File: src/rtl/calc_op_sequencer_pkg.sv
// Shared key codes, ALU opcodes and state encoding for the keypad operand sequencer.
package calc_pkg;

  localparam logic [4:0] OP_ADD    = 5'h10;
  localparam logic [4:0] OP_MUL    = 5'h11;
  localparam logic [4:0] OP_AND    = 5'h12;
  localparam logic [4:0] OP_SUB    = 5'h14;
  localparam logic [4:0] OP_OR     = 5'h15;
  localparam logic [4:0] KEY_EXEC  = 5'h18;
  localparam logic [4:0] KEY_CLEAR = 5'h19;

  typedef enum logic [1:0] {
    ST_ENTER_A  = 2'd0,
    ST_ENTER_B  = 2'd1,
    ST_SHOW_RES = 2'd2
  } calc_state_t;

  // Op keys are the ALU opcodes themselves, so they pass straight through.
  function automatic logic is_op_key(input logic [4:0] code);
    return (code == OP_ADD) || (code == OP_MUL) || (code == OP_AND) ||
           (code == OP_SUB) || (code == OP_OR);
  endfunction

endpackage

File: src/rtl/calc_op_sequencer_if.sv
// Key input, ALU issue/return and display/status signals of the operand sequencer.
interface calc_op_sequencer_if #(
    parameter int unsigned WIDTH = 16
);
    logic             key_valid;
    logic [4:0]       key_code;
    logic [WIDTH-1:0] alu_a;
    logic [WIDTH-1:0] alu_b;
    logic [4:0]       alu_op;
    logic [WIDTH-1:0] alu_c;
    logic [WIDTH-1:0] disp_value;
    logic [1:0]       state_o;
    logic             result_valid;
    logic             key_err;

    modport master (
        input  key_valid, key_code, alu_c,
        output alu_a, alu_b, alu_op, disp_value, state_o, result_valid, key_err
    );

    modport slave (
        output key_valid, key_code, alu_c,
        input  alu_a, alu_b, alu_op, disp_value, state_o, result_valid, key_err
    );
endinterface

File: src/rtl/calc_op_sequencer.sv
// Accumulates hex operands and an opcode from key events, issues them to the ALU and
// latches/display the result, with chaining of the last result into operand A.
module calc_op_sequencer
    import calc_pkg::*;
#(
    parameter int unsigned WIDTH  = 16,
    parameter int unsigned DIGITS = 4
) (
    input logic clk,
    input logic reset,
    calc_op_sequencer_if.master bus
);
    localparam int unsigned CntW = $clog2(DIGITS + 1);

    localparam logic [1:0] StEnterA  = ST_ENTER_A;
    localparam logic [1:0] StEnterB  = ST_ENTER_B;
    localparam logic [1:0] StShowRes = ST_SHOW_RES;

    logic [1:0]       st_q, st_d;
    logic [WIDTH-1:0] a_q, a_d;
    logic [WIDTH-1:0] b_q, b_d;
    logic [WIDTH-1:0] res_q, res_d;
    logic [WIDTH-1:0] disp_q, disp_d;
    logic [4:0]       op_q, op_d;
    logic [CntW-1:0]  cnt_q, cnt_d;
    logic             rv_q, rv_d;
    logic             err_q, err_d;
    logic [3:0]       digit;

    assign digit = bus.key_code[3:0];

    always_comb begin
        st_d  = st_q;
        a_d   = a_q;
        b_d   = b_q;
        res_d = res_q;
        op_d  = op_q;
        cnt_d = cnt_q;
        rv_d  = 1'b0;
        err_d = 1'b0;

        if (bus.key_valid) begin
            if (bus.key_code == KEY_CLEAR) begin
                st_d  = StEnterA;
                a_d   = '0;
                b_d   = '0;
                res_d = '0;
                op_d  = '0;
                cnt_d = '0;
            end else if (!bus.key_code[4]) begin
                if (st_q == StShowRes) begin
                    // A digit after a result starts a fresh calculation.
                    st_d  = StEnterA;
                    a_d   = {{(WIDTH - 4){1'b0}}, digit};
                    b_d   = '0;
                    op_d  = '0;
                    cnt_d = CntW'(1);
                end else if (cnt_q == CntW'(DIGITS)) begin
                    err_d = 1'b1;
                end else begin
                    cnt_d = cnt_q + CntW'(1);
                    if (st_q == StEnterB) begin
                        b_d = {b_q[WIDTH-5:0], digit};
                    end else begin
                        a_d = {a_q[WIDTH-5:0], digit};
                    end
                end
            end else if (is_op_key(bus.key_code)) begin
                op_d = bus.key_code;
                if (st_q != StEnterB) begin
                    if (st_q == StShowRes) begin
                        a_d = res_q;
                    end
                    st_d  = StEnterB;
                    b_d   = '0;
                    cnt_d = '0;
                end
            end else if (bus.key_code == KEY_EXEC) begin
                if (st_q == StEnterB) begin
                    st_d  = StShowRes;
                    res_d = bus.alu_c;
                    rv_d  = 1'b1;
                end
            end else begin
                err_d = 1'b1;
            end
        end

        case (st_d)
            StEnterA:  disp_d = a_d;
            StEnterB:  disp_d = (cnt_d == '0) ? a_d : b_d;
            StShowRes: disp_d = res_d;
            default:   disp_d = '0;
        endcase
    end

    always_ff @(posedge clk or posedge reset) begin
        if (reset) begin
            st_q   <= StEnterA;
            a_q    <= '0;
            b_q    <= '0;
            res_q  <= '0;
            disp_q <= '0;
            op_q   <= '0;
            cnt_q  <= '0;
            rv_q   <= 1'b0;
            err_q  <= 1'b0;
        end else begin
            st_q   <= st_d;
            a_q    <= a_d;
            b_q    <= b_d;
            res_q  <= res_d;
            disp_q <= disp_d;
            op_q   <= op_d;
            cnt_q  <= cnt_d;
            rv_q   <= rv_d;
            err_q  <= err_d;
        end
    end

    assign bus.alu_a        = a_q;
    assign bus.alu_b        = b_q;
    assign bus.alu_op       = op_q;
    assign bus.disp_value   = disp_q;
    assign bus.state_o      = st_q;
    assign bus.result_valid = rv_q;
    assign bus.key_err      = err_q;
endmodule

File: src/flat_wrapper.sv
// flat-port wrapper written by rule: the top's interface ports become plain ports
module calc_op_sequencer_flat import calc_pkg::*;
#(
    parameter int unsigned WIDTH  = 16,
    parameter int unsigned DIGITS = 4
)
  (clk, reset, bus_key_valid, bus_key_code, bus_alu_c, bus_alu_a, bus_alu_b, bus_alu_op, bus_disp_value, bus_state_o, bus_result_valid, bus_key_err);
  calc_op_sequencer_if #(.WIDTH(WIDTH)) bus_i ();
  input logic clk;
  input logic reset;
  input wire logic [$bits(bus_i.key_valid)-1:0] bus_key_valid;
  input wire logic [$bits(bus_i.key_code)-1:0] bus_key_code;
  input wire logic [$bits(bus_i.alu_c)-1:0] bus_alu_c;
  output wire logic [$bits(bus_i.alu_a)-1:0] bus_alu_a;
  output wire logic [$bits(bus_i.alu_b)-1:0] bus_alu_b;
  output wire logic [$bits(bus_i.alu_op)-1:0] bus_alu_op;
  output wire logic [$bits(bus_i.disp_value)-1:0] bus_disp_value;
  output wire logic [$bits(bus_i.state_o)-1:0] bus_state_o;
  output wire logic [$bits(bus_i.result_valid)-1:0] bus_result_valid;
  output wire logic [$bits(bus_i.key_err)-1:0] bus_key_err;
  assign bus_i.key_valid = bus_key_valid;
  assign bus_i.key_code = bus_key_code;
  assign bus_i.alu_c = bus_alu_c;
  assign bus_alu_a = bus_i.alu_a;
  assign bus_alu_b = bus_i.alu_b;
  assign bus_alu_op = bus_i.alu_op;
  assign bus_disp_value = bus_i.disp_value;
  assign bus_state_o = bus_i.state_o;
  assign bus_result_valid = bus_i.result_valid;
  assign bus_key_err = bus_i.key_err;
  calc_op_sequencer #(.WIDTH(WIDTH), .DIGITS(DIGITS)) u_core (.clk(clk), .reset(reset), .bus(bus_i));
endmodule
File: config.mk
export PLATFORM = sky130hd
export DESIGN_NAME = calc_op_sequencer_flat
export DESIGN_NICKNAME = d
export VERILOG_FILES = /design/src/rtl/calc_op_sequencer_pkg.sv /design/src/rtl/calc_op_sequencer_if.sv /design/src/rtl/calc_op_sequencer.sv /design/src/flat_wrapper.sv
export SDC_FILE = /design/constraint.sdc
export NUM_CORES = 1
export LEC_CHECK = 0
export CORE_UTILIZATION = 39
export CTS_CLUSTER_SIZE = 28
export DETAILED_ROUTE_END_ITERATION = 7
export GPL_ROUTABILITY_DRIVEN = 0
export SLEW_MARGIN = 30
export SYNTH_ARGS = -nofsm -noshare
export SYNTH_HDL_FRONTEND = slang
export SYNTH_SLANG_ARGS = --single-unit
File: constraint.sdc
create_clock -name clk -period 6.6 [get_ports clk]
set_input_delay 0.99 -clock clk [delete_from_list [all_inputs] [get_ports clk]]
set_output_delay 0.99 -clock clk [all_outputs]
set_load 0.005 [all_outputs]
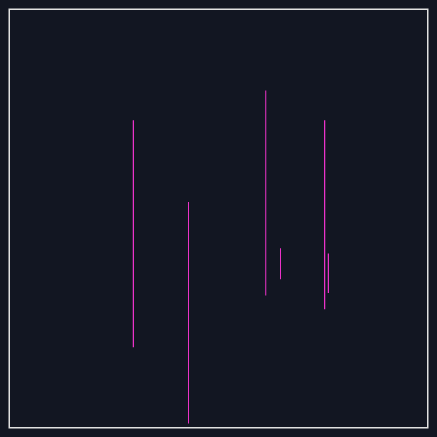
(signal wires on met4)
Scale: 4 px per um.
The wires run mostly vertical. The longest straight run is 56.4 um. The layer carries 226 um of wire. The layer holds 1.8% of the routed length. 5 nets have wire on it.

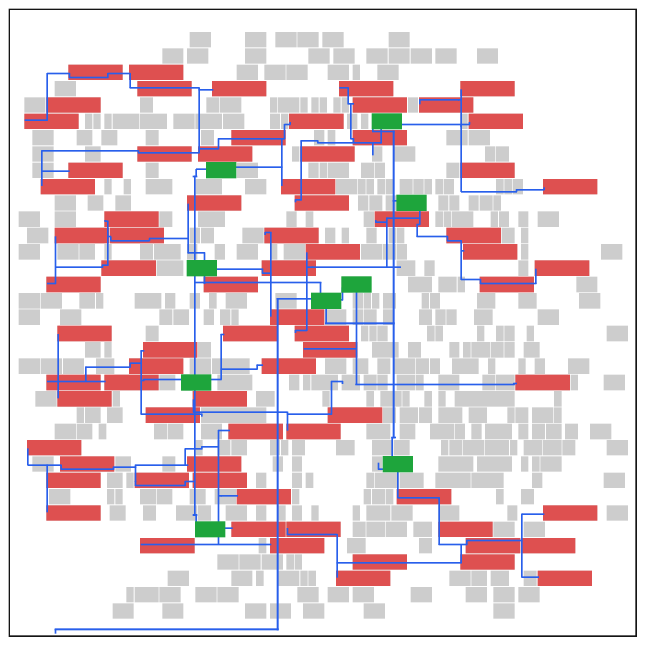
(routed clock nets over the placement)
Scale: 6 px per um.
Red marks flip-flops, count 76. Green marks clock drivers, count 9. Blue marks clock wires, length 1,040 um.
There are 10 routed clock nets.

==> changes_impl.md <==
### Changed

- Status: completed
- Net count after synthesis: 440
- Max Clk Rate: 246.3 MHz
- CTS Buf Count: 9
- CTS tree: yes
- Vias in the first global route: 3,549
- GR Util All Layers: 23.62%
- Worst-skew pair later-pin latency: 0.36 ns
- Initial antenna violation count: 0
- Worst vdd ir: 194.8 uV
- RSZ-0062 raised after global routing: no
- Post-synth ARST share: 100.0%
- DRC: 0
- Yosys reg bits: 76
- CTS Buffer Depth: 2
- Core Region: 9955 um2
- CP max FO: 36
- Element type at the critical path end: flip-flop
- CP max stage cell: clkdlybuf4s50_1
- Logic pwr share: 42.8%
- Setup TNS: 0 ns
- Final worst slack: 2.540 ns
- Starting DRT DRC Count: 262
- Min-Delay Path Class: flip-flop to flip-flop
- Clock root buffer: clkbuf_8
- Post-CTS Hold Fix Bufs: 0
- Yosys stat area: 4076 um2
- Cell Chain, Critical Path: clkdlybuf4s50_1 > nand2_2 > nor2_4 > a211oi_2 > nor3_4 > a22oi_1 > o22ai_1
- Layout cells sized above 1: 11.92%
- Crit path max-delay family: simple AND/OR/NAND/NOR gates
- Crit-path max cell delay: 0.98 ns
- Synthesized cell area: 4076 um2
- Period utilization: 61.51%
- Worst path depth: 7
- Min Tclk post-route: 4.060 ns
- Drt pass-1 iters: 5
- CTS clk-pin slew, worst paths: 0.08 ns
- Design area: 5090 um2
- Hold depth: 1
- Die Y: 104.2 um
- Worst endpoint required time: 6.87 ns
- Sequential share of power: 38.3%
- Area post-placement: 4888 um2
- Yosys Instances: 414
- Routed WL: 12,320 um
- OpenROAD warnings: 27
- GRT overflow: 0
- Total vias in the final route: 3,609
- Critical path arrival: 4.33 ns
- Layout area overhead: 24.86%
- Slew @ Worst Pin: 0.9880 ns
- NumNets Final: 499
- Post-synth EDFFs: 0
- Post-cts resize count: 0
- Htree depth: 3
- Synth unique cells: 53
- DP HPWL: 8371 um
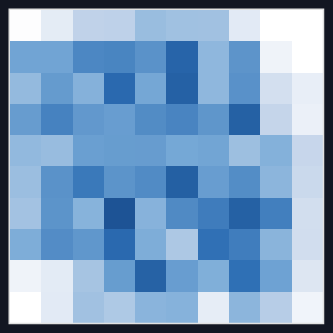
(cell area per tile)
Scale: 3 px per um. The die is cut into 10 by 10 equal tiles; white is low, dark blue is high, 0 to 100% covered.
The fullest tile reaches 86%. The emptiest ninth of the die: top right. The mean over all tiles is 45%. 5.0% of the tiles are nearly empty. The densest ninth of the die: middle. 9.0% of the tiles are over 75% full.

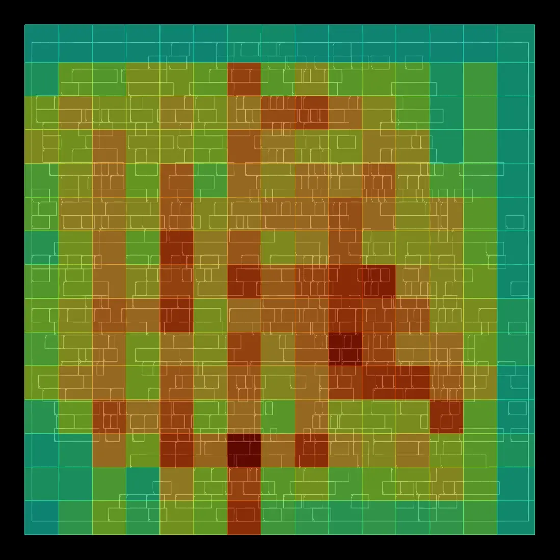
(congestion heat map)
routed length per instance: 20.16 um
M2 GR Usage: 34.05%
M1 GR Usage: 35.19%

-- metrics by stage --
| step | power [W] | instances |
|---|---|---|
| 2_1_floorplan | 0.001186 | 414 |
| 3_3_place_gp | 0.001521 | 595 |
| 3_5_place_dp | 0.001526 | 595 |
| 4_1_cts | 0.001892 | 611 |
| 5_1_grt | 0.002008 | 611 |
| 6_report | 0.001889 | 611 |
-- Yosys cell counts, types with 6 or more instances --
| library cell | count | area (um2) |
|---|---|---|
| a21oi_1 | 30 | 150.1 |
| a221o_1 | 9 | 90.09 |
| a22oi_1 | 21 | 157.7 |
| a22oi_2 | 10 | 125.1 |
| buf_2 | 16 | 80.08 |
| clkbuf_1 | 12 | 45.04 |
| dfrtp_1 | 76 | 1902 |
| inv_1 | 6 | 22.52 |
| mux2i_1 | 20 | 200.2 |
| nand2_1 | 38 | 142.6 |
| nor2_1 | 47 | 176.4 |
| nor3_1 | 11 | 55.05 |
| o21ai_0 | 11 | 55.05 |
| o221a_2 | 6 | 67.56 |
| o22ai_1 | 26 | 162.7 |
-- final cells by class --
| type | instances | area (um2) | share of cell area [%] |
|---|---|---|---|
| multi-input combinational | 295 | 1978 | 38.86 |
| inverter | 9 | 33.78 | 0.6637 |
| tap | 133 | 166.4 | 3.269 |
| clock inverter | 6 | 62.56 | 1.229 |
| sequential | 76 | 1902 | 37.36 |
| clock buffer | 10 | 127.6 | 2.507 |
| timing repair buffer | 82 | 819.5 | 16.10 |
-- cell families (layout without fill, tap and decap cells) --
kind of cell / Yosys count / in the layout / share of synthesized area (%)
AOI/OAI and AO/OA: 148 / 148 / 27.78
and+or+nand+nor: 125 / 125 / 14.95
DFF: 76 / 76 / 46.65
buffers and inverters: 43 / 107 / 5.095
muxes: 20 / 20 / 4.911
adders and majority gates: 2 / 2 / 0.6138
-- placed cells by master, fill, tap and decap left out, drive strengths merged, types with 5 or more instances in the layout --
cell and instances:
a21oi 31, a221o 9, a22o 5, a22oi 31, clkbuf 10, clkdlybuf4s50 80
dfrtp 76, inv 10, mux2i 20, nand2 39, nand2b 5, nor2 53
nor3 16, o21ai 15, o221a 6, o22ai 26
-- final timing paths --
path	from	end
hold reg to reg	u_core.bus.alu_op[4]	u_core.bus.alu_op[4]
min in group asynchronous	reset	u_core.bus.disp_value[2]
setup reg to reg	u_core.bus.state_o[1]	u_core.bus.disp_value[4]
setup / recovery	bus_key_code[4]	u_core.bus.disp_value[5]
max in group asynchronous	reset	u_core.bus.alu_a[14]
hold / removal	u_core.bus.alu_op[4]	u_core.bus.alu_op[4]
-- power by group through the flow --
| stage | clock [W] | sequential, W | combinational (W) |
|---|---|---|---|
| finish | 0.000358 | 0.000723 | 0.000808 |
| global route | 0.000388 | 0.000738 | 0.000882 |
| CTS | 0.000364 | 0.000722 | 0.000806 |
| global placement | 0 | 0.000731 | 0.000791 |
| floorplan | 0 | 0.000683 | 0.000503 |
| detailed placement | 0 | 0.000729 | 0.000798 |
-- layer usage --
layer / vias up / global-route usage, % / share of wire (%)
li1: 1668 / - / -
met1: 1766 / 35.19 / 48
met2: 158 / 34.05 / 44
met3: 17 / 3.947 / 6.6
met4: 0 / 9.082 / 1.8
met5: - / 0 / 0
Power figures rest on the tool's default switching activity, not on a simulated workload.
